Run 1, sequential cells grouped by signal name:
Other sequential cells in the stronger grey, the rest of the logic in the fainter grey.
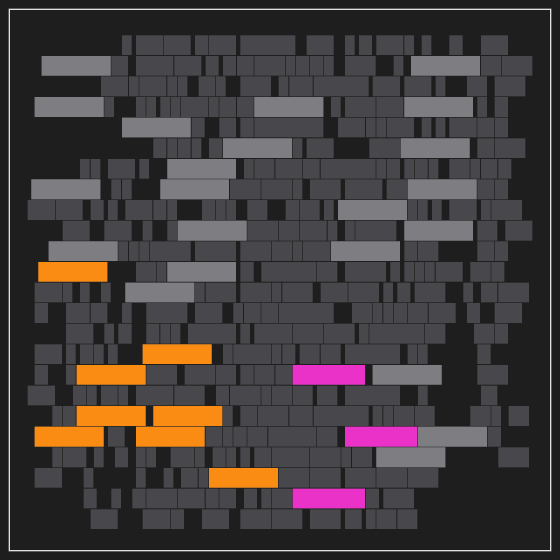
Run 1, metal 1:
Supply wires on this layer in grey.
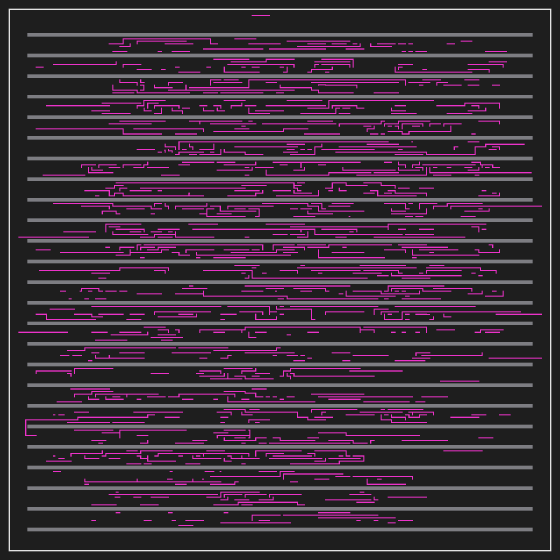
Run 1, the clock network:
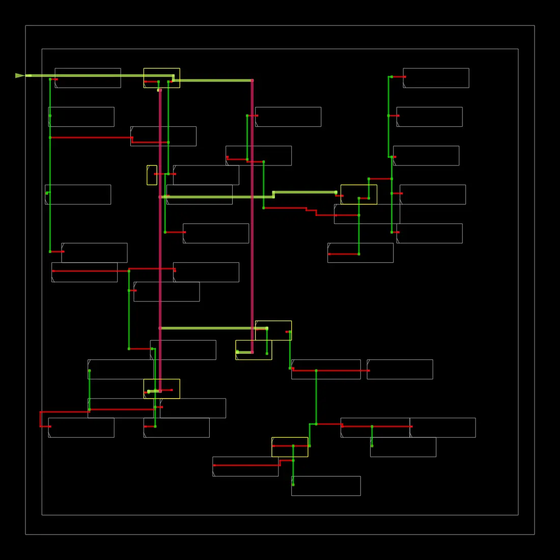
### config.mk
export PLATFORM = sky130hd
export DESIGN_NAME = alu_mul_seq
export DESIGN_NICKNAME = d
export VERILOG_FILES = /design/src/rtl/alu_mul_seq.sv
export SDC_FILE = /design/constraint.sdc
export NUM_CORES = 1
export LEC_CHECK = 0
export ABC_AREA = 1
export CORE_MARGIN = 2
export CORE_UTILIZATION = 39
export CTS_CLUSTER_DIAMETER = 200
export DETAILED_ROUTE_END_ITERATION = 10
export GPL_TIMING_DRIVEN = 0
export PLACE_DENSITY_LB_ADDON = 0.2
export SLEW_MARGIN = 0
export SYNTH_ARGS = -nofsm -noshare
export SYNTH_HDL_FRONTEND = slang
export SYNTH_SLANG_ARGS = --single-unit
### constraint.sdc
create_clock -name clk -period 1.1 [get_ports clk]
set_input_delay 0.165 -clock clk [delete_from_list [all_inputs] [get_ports clk]]
set_output_delay 0.165 -clock clk [all_outputs]
set_load 0.01 [all_outputs]
### src/rtl/alu_mul_seq.sv
// Shift-and-add 8x8->16 unsigned multiply sequencer that borrows the shared ALU.
// Each multiplier bit takes three steps: ADC, ROR of P, ROR of Q. Eight bits give 24 cycles.
module alu_mul_seq (
  input  logic        clk,
  input  logic        reset_n,
  input  logic        ready,
  input  logic        start,
  input  logic [7:0]  multiplicand,
  input  logic [7:0]  multiplier,
  output logic        busy,
  output logic        done,
  output logic [15:0] product,
  output logic        alu_sel,
  output logic [3:0]  alu_op,
  output logic [7:0]  alu_a,
  output logic [7:0]  alu_b,
  output logic        alu_c_in,
  output logic        alu_dec_add,
  input  logic [7:0]  alu_out,
  input  logic        alu_carry
);

  // These op codes mirror the shared ALU include definitions.
  localparam logic [3:0] ALU_PSA = 4'h0;
  localparam logic [3:0] ALU_ADC = 4'h3;
  localparam logic [3:0] ALU_ROR = 4'hB;

  typedef enum logic [2:0] {
    S_IDLE,
    S_ADD,
    S_RORH,
    S_RORL,
    S_DONE
  } state_t;

  state_t      state;
  logic [7:0]  p;
  logic [7:0]  q;
  logic [7:0]  m;
  logic        c;
  logic [2:0]  cnt;

  always_ff @(posedge clk or negedge reset_n) begin
    if (!reset_n) begin
      state <= S_IDLE;
      p     <= '0;
      q     <= '0;
      m     <= '0;
      c     <= 1'b0;
      cnt   <= '0;
      busy  <= 1'b0;
      done  <= 1'b0;
    end else if (ready) begin
      case (state)
        S_IDLE, S_DONE: begin
          done <= 1'b0;
          if (start) begin
            p     <= '0;
            q     <= multiplier;
            m     <= multiplicand;
            c     <= 1'b0;
            cnt   <= '0;
            state <= S_ADD;
            busy  <= 1'b1;
          end else begin
            state <= S_IDLE;
            busy  <= 1'b0;
          end
        end
        S_ADD: begin
          p     <= alu_out;
          c     <= alu_carry;
          state <= S_RORH;
        end
        S_RORH: begin
          p     <= alu_out;
          c     <= alu_carry;
          state <= S_RORL;
        end
        S_RORL: begin
          q <= alu_out;
          c <= 1'b0;
          if (cnt == 3'd7) begin
            state <= S_DONE;
            busy  <= 1'b0;
            done  <= 1'b1;
          end else begin
            cnt   <= cnt + 3'd1;
            state <= S_ADD;
          end
        end
        default: begin
          state <= S_IDLE;
          busy  <= 1'b0;
          done  <= 1'b0;
        end
      endcase
    end
  end

  assign alu_sel     = busy;
  assign alu_dec_add = 1'b0;
  assign product     = {p, q};

  always_comb begin
    alu_op   = ALU_PSA;
    alu_a    = '0;
    alu_b    = '0;
    alu_c_in = 1'b0;
    case (state)
      S_ADD: begin
        alu_op = ALU_ADC;
        alu_a  = p;
        alu_b  = q[0] ? m : '0;
      end
      S_RORH: begin
        alu_op   = ALU_ROR;
        alu_a    = p;
        alu_c_in = c;
      end
      S_RORL: begin
        alu_op   = ALU_ROR;
        alu_a    = q;
        alu_c_in = c;
      end
      default: ;
    endcase
  end

endmodule

==> changes_impl.md, run 1 <==
### Metrics

- Status: finished with violations
- Failing checks: setup timing
- CTS tree: built
- Post-route insts no fill: 417
- Pin count of the biggest net entering global routing: 34
- Adder Share, Synth: 0.0142
- Final Hold Viols: 0
- Crit path buf inv count: 3
- Clock skew: 0.00571 ns
- Logic area: 1060 sq um
- Final WS setup: -0.567 ns
- Final Max Slew Viols: 0
- Most instantiated library cell after synthesis: nand2_1
- Final ANT Viol Nets: 0
- Period utilization: 1.52
- Crit start category: flop
- Mean Syn Cell Area: 7.30 sq um
- Die H: 71.3 um
- Top cells by count: 107 x nand2_1, 33 x dfrtp_1, 28 x nand3_1
- Seq share, synth: 0.468
- CTS Sinks: 33
- Vias in the first global route: 2053
- Total GRT Usage: 0.258
- CP Class: flop to primary output
- Power Density: 2750 nW/um^2
- WHS Endpoint: p[5]
- Fill cell count: 308
- # hold bufs at CTS: 1
- Clock power share: 0.102
- Cells on worst reg2reg path: 9
- Dpl cell area: 2580 sq um
- Max Buffers Root-to-Sink: 2
- Cell total in the yosys stat output: 242
- Worst Path Arrival: 1.50 ns
- Crit-path cells: buf_12 > nor2_4 > nand2_2 > nand2_4 > buf_8 > nand2_4 > nand2_2 > buf_6
- Logic share of the area: 0.323
- Comb area leader: simple AND/OR/NAND/NOR gates
- Final setup vio count: 53
- Dpl cells: 361
- Mapped Cells: 242
Back to the opening pictures, 'sequential cells grouped by signal name':
Key: magenta = state [flops 3]; orange = m [flops 8, where lower left]
Another 22 sequential cells are not coloured.
fraction of area in registers: 0.251
FF+latch area: 830 sq um
final core occ: 0.758
Seq power: 2.13 mW

Back to the opening pictures, 'metal 1':
The layer holds 38% of the routed length. The layer carries 2650 um of wire. 349 nets have wire on it. The longest straight run is 27.6 um.
via count: 2131
total length of routed wires: 6950 um
met1 global-route usage: 0.316

Back to the opening pictures, 'the clock network':
CTS Buf Count: 5
seq_cells: 33
clk latency late pin: 0.29 ns

-- run 1: cells in the final DEF, fill, tap and decap left out, types with 13 or more instances in the layout --
master / instances
buf_2: 15
buf_4: 30
buf_6: 30
clkbuf_2: 13
clkdlybuf4s50_1: 26
dfrtp_1: 30
nand2_1: 85
nand2_2: 18
nand3_1: 15
nand3_2: 13
-- run 1: registers in the layout (all words and copies together) (netlist names) --
name / cells
done: 1
cnt: 3
p: 8
c: 1
alu_sel: 1
q: 8
m: 8
state: 3
-- run 1: per-layer routing --
layer  up-vias  wire length (um)  track usage
met4         0               146        0.122
met1      1016              2650        0.316
met5         -                 0            0
met2       106              3580        0.432
li1        993                 -            -
met3        16               572       0.0591
Run 1, selected gate families:
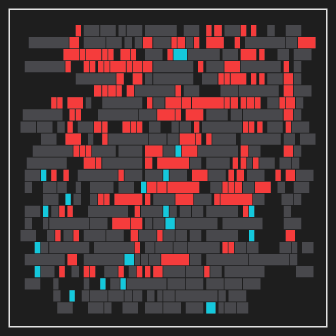

==> inputs of run 2 (changes only) <==
SLEW_MARGIN = 20   (was 0)
Run 2, selected gate families:
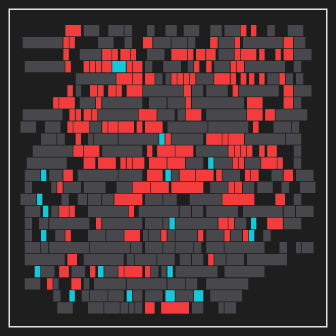
Key: red = nand cells [cells 146, most used nand2_1]; cyan = inv cells [cells 18, most used inv_1]
Commonest Layout Cell: nand2_1
logic share of the area: 0.344

==> changes_impl.md, run 2 <==
### Metrics

- Status: finished with violations
- Failing checks: setup timing
- Synth Cell Area: 1770 sq um
- Final core occ: 0.761
- Crit-path max cell delay: 0.43 ns
- Delay-heaviest family, CP: simple AND/OR/NAND/NOR gates
- Crit-path cells: buf_12 > nor2_4 > nand2_2 > nand2_4 > buf_6 > nand2_2 > nand2_2 > buf_6
- Unique cell type count in the Yosys netlist: 20
- Row cnt: 24
- Most instantiated library cell after synthesis: nand2_1
- Number of max-cap violations: 0
- Die W: 71.3 um
- Comb area leader: simple AND/OR/NAND/NOR gates
- Worst Path Arrival: 1.54 ns
- Final setup vio count: 53
- Top cells, area: dfrtp_1 47%, nand2_1 23%, nand3_1 7.9%
- Via count: 2066
- Post-DP HPWL: 3400 um
- Total length of routed wires: 6440 um
- Top cells excl fill/tap: 75 x nand2_1, 30 x dfrtp_1, 28 x buf_6, 26 x nand2_2, 26 x clkdlybuf4s50_1
- Die H: 71.3 um
- Vias in the first global route: 1867
- Worst-path fanout max: 5
- Worst r2r src: state[2]
- Crit path buf inv count: 3
- Final ANT Viol Nets: 0
- Seq share, synth: 0.468
- Sw Pwr: 3.79 mW
- Cell total in the yosys stat output: 242
- CP Class: flop to primary output
- Internal: 5.12 mW
- Iteration tally of the first detailed-router pass: 4
- Combinational Power: 5.87 mW
- Clock power share: 0.102
- LEAKAGE: 1.71 nW
- Switching share of power: 0.426
- Final Max Slew Viols: 0
- Cts repair resizes: 203
- Final WS setup: -0.606 ns
- Max Buffers Root-to-Sink: 2
- Fmax: 586 MHz
- Pin count of the biggest net entering global routing: 32
- CTS Buf Count: 5
- Number of enable flip-flop cells: 0
- Clk latency late pin: 0.30 ns
- Slowest stage cell, crit path: dfrtp_2
- CP startpoint: state[2]
- Clock skew: 0.00972 ns
- Cells on worst reg2reg path: 9
- Post-route insts no fill: 408
- Crit start category: flop
- Dpl cells: 362
- # hold bufs at CTS: 1
- Number of remaining DRC errors: 0
- Synth area leader: dfrtp_1
- Total GRT Usage: 0.236
- CTS Root Cell: clkbuf_8
- Seq power: 2.14 mW
- CTS Sinks: 33
- IO Pins: 70
- CTS tree: built
- Core area: 4350 sq um
- RSZ-0062 raised after global routing: true
- Slew HR: 0.622
- Dpl cell area: 2600 sq um
- Port buffer count: 66
- Fill cell count: 295
- Top cells by count: 107 x nand2_1, 33 x dfrtp_1, 28 x nand3_1
- Avg WL per Cell: 15.8 um
- Mapped Cells: 242
- Adder Share, Synth: 0.0142
- Class of the worst hold path: primary input to asynchronous set/reset pin
- Period utilization: 1.55
- Mean Syn Cell Area: 7.30 sq um
- Tmin final: 1.71 ns
- Worst reg-to-reg setup slack: -0.40 ns
- Crit. path cell count: 8
- Most frequent CP cell: nand2_2
- Final Hold Viols: 0
- Power Density: 2690 nW/um^2
- Largest regs: m (8), p (8), q (8)
## run 2: area by class of cell
class	count	area, sq um	share of cell area
Timing Repair Buffer	106	1010	0.304
Tap cell	52	65.1	0.0196
Buffer	12	116	0.0351
Multi-Input combinational cell	179	1140	0.344
Inverter	18	77.6	0.0234
Sequential cell	33	830	0.250
Clock buffer	8	80.1	0.0242
## run 2: per-layer routing
layer / up-vias / global-route usage / share of wire
li1: 981 / - / -
met1: 990 / 0.298 / 0.40
met2: 85 / 0.387 / 0.51
met3: 10 / 0.0647 / 0.068
met4: 0 / 0.0922 / 0.022
met5: - / 0 / 0
## run 2: kinds of logic after synthesis
family                     count (synthesis)
AOI/OAI and AO/OA                         14
other                                      1
and+or+nand+nor                          160
buffers and inverters                     32
adders and majority gates                  2
DFF                                       33
Run 2, metal 1:
Supply wires on this layer in grey.
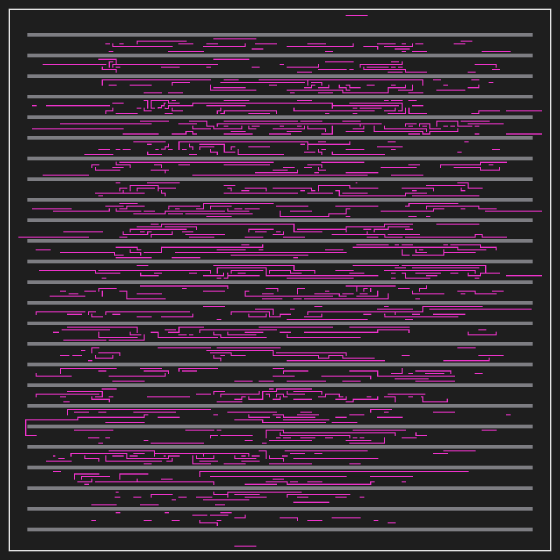

==> inputs of run 3 (changes only) <==
CORE_ASPECT_RATIO = 1.25   (was default)
TNS_END_PERCENT = 20   (was default)
Run 3, metal 1:
Supply wires on this layer in grey.
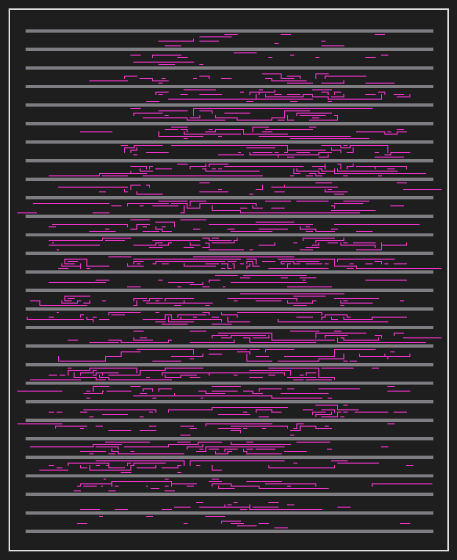
The longest straight run is 26.2 um. 318 nets have wire on it. The layer holds 41% of the routed length.

==> changes_impl.md, run 3 <==
### Metrics

- Status: finished with violations
- Failing checks: setup timing
- Number of remaining DRC errors: 0
- Number of logic gates: 178
- Logic share of the area: 0.329
- CTS tree: built
- Final Hold Viols: 0
- Cells on worst reg2reg path: 8
- Cts repair resizes: 185
- Post-DP HPWL: 3350 um
- RSZ-0062 raised after global routing: true
- Top cells by count: 107 x nand2_1, 33 x dfrtp_1, 28 x nand3_1
- # hold bufs at CTS: 1
- Sw Pwr: 3.34 mW
- Highest routed layer: met4
- Fill cell count: 381
- Cell total in the yosys stat output: 242
- Delay-heaviest family, CP: flip-flops
- Mean Syn Cell Area: 7.30 sq um
- Final WS setup: -0.474 ns
- Synth Cell Area: 1770 sq um
- Top cells excl fill/tap: 87 x nand2_1, 30 x dfrtp_1, 26 x clkdlybuf4s50_1, 25 x nand3_1, 21 x buf_2
- M1 wire length: 2210 um
- M2 GR Usage: 0.369
- Top cell category: logic gates
- Logic area: 978 sq um
- Port buffer count: 66
- Commonest Layout Cell: nand2_1
- Clk latency late pin: 0.30 ns
- Met3 routed WL: 350 um
- Buffering overhead: 0.297
- Adder Share, Synth: 0.0142
- Iteration tally of the first detailed-router pass: 4
- Total GRT Usage: 0.218
- Crit start category: flop
- Crit-path cells: inv_4 > nor2_4 > nand2_2 > nand2_4 > buf_8 > nand2_4 > nand2_2 > buf_6
- Core area: 4390 sq um
- Period utilization: 1.43
- Row cnt: 27
- Unique cell type count in the Yosys netlist: 20
- Clock buf/inv share: 0.0450
- CTS Sinks: 33
- Seq power: 2.10 mW
- Slowest stage cell, crit path: dfrtp_2
- Number of enable flip-flop cells: 0
- Final Max Slew Viols: 0
- Non-CTS buffers: 99
- Largest regs: m (8), p (8), q (8)
- Final ANT Viol Nets: 0
- Top cells, area: dfrtp_1 47%, nand2_1 23%, nand3_1 7.9%
- Slew HR: 0.630
- Pin count of the biggest net entering global routing: 19
- Final setup vio count: 53
- Non-clock inverters: 18
- Well Taps: 58
- Avg WL per Cell: 13.6 um
- Crit-path max cell delay: 0.42 ns
- Max Buffers Root-to-Sink: 2
- Seq share, synth: 0.468
run 3: per-stage QoR:
step | instances | cell area, sq um | TNS (ns) | setup WS [ns]
after detailed placement | 368 | 2580 | -20.48 | -0.739
after CTS | 388 | 2900 | -15.86 | -0.457
after floorplan | 243 | 1830 | -2.50 | -0.0971
after global routing | 394 | 2980 | -20.96 | -0.535
final | 394 | 2980 | -17.96 | -0.474
after global placement | 367 | 2560 | -48.07 | -0.975
run 3: worst paths after layout:
check | from | slack [ns] | end
setup / recovery | state[1] | -0.47 | alu_a[0]
hold / removal | ready | 0.26 | p[6]
setup reg to reg | state[1] | -0.38 | p[4]
hold reg to reg | m[2] | 0.48 | m[2]
max in group asynchronous | reset_n | 0.34 | p[7]
min in group asynchronous | reset_n | 0.33 | done
Power is estimated from default activity; no workload was simulated.
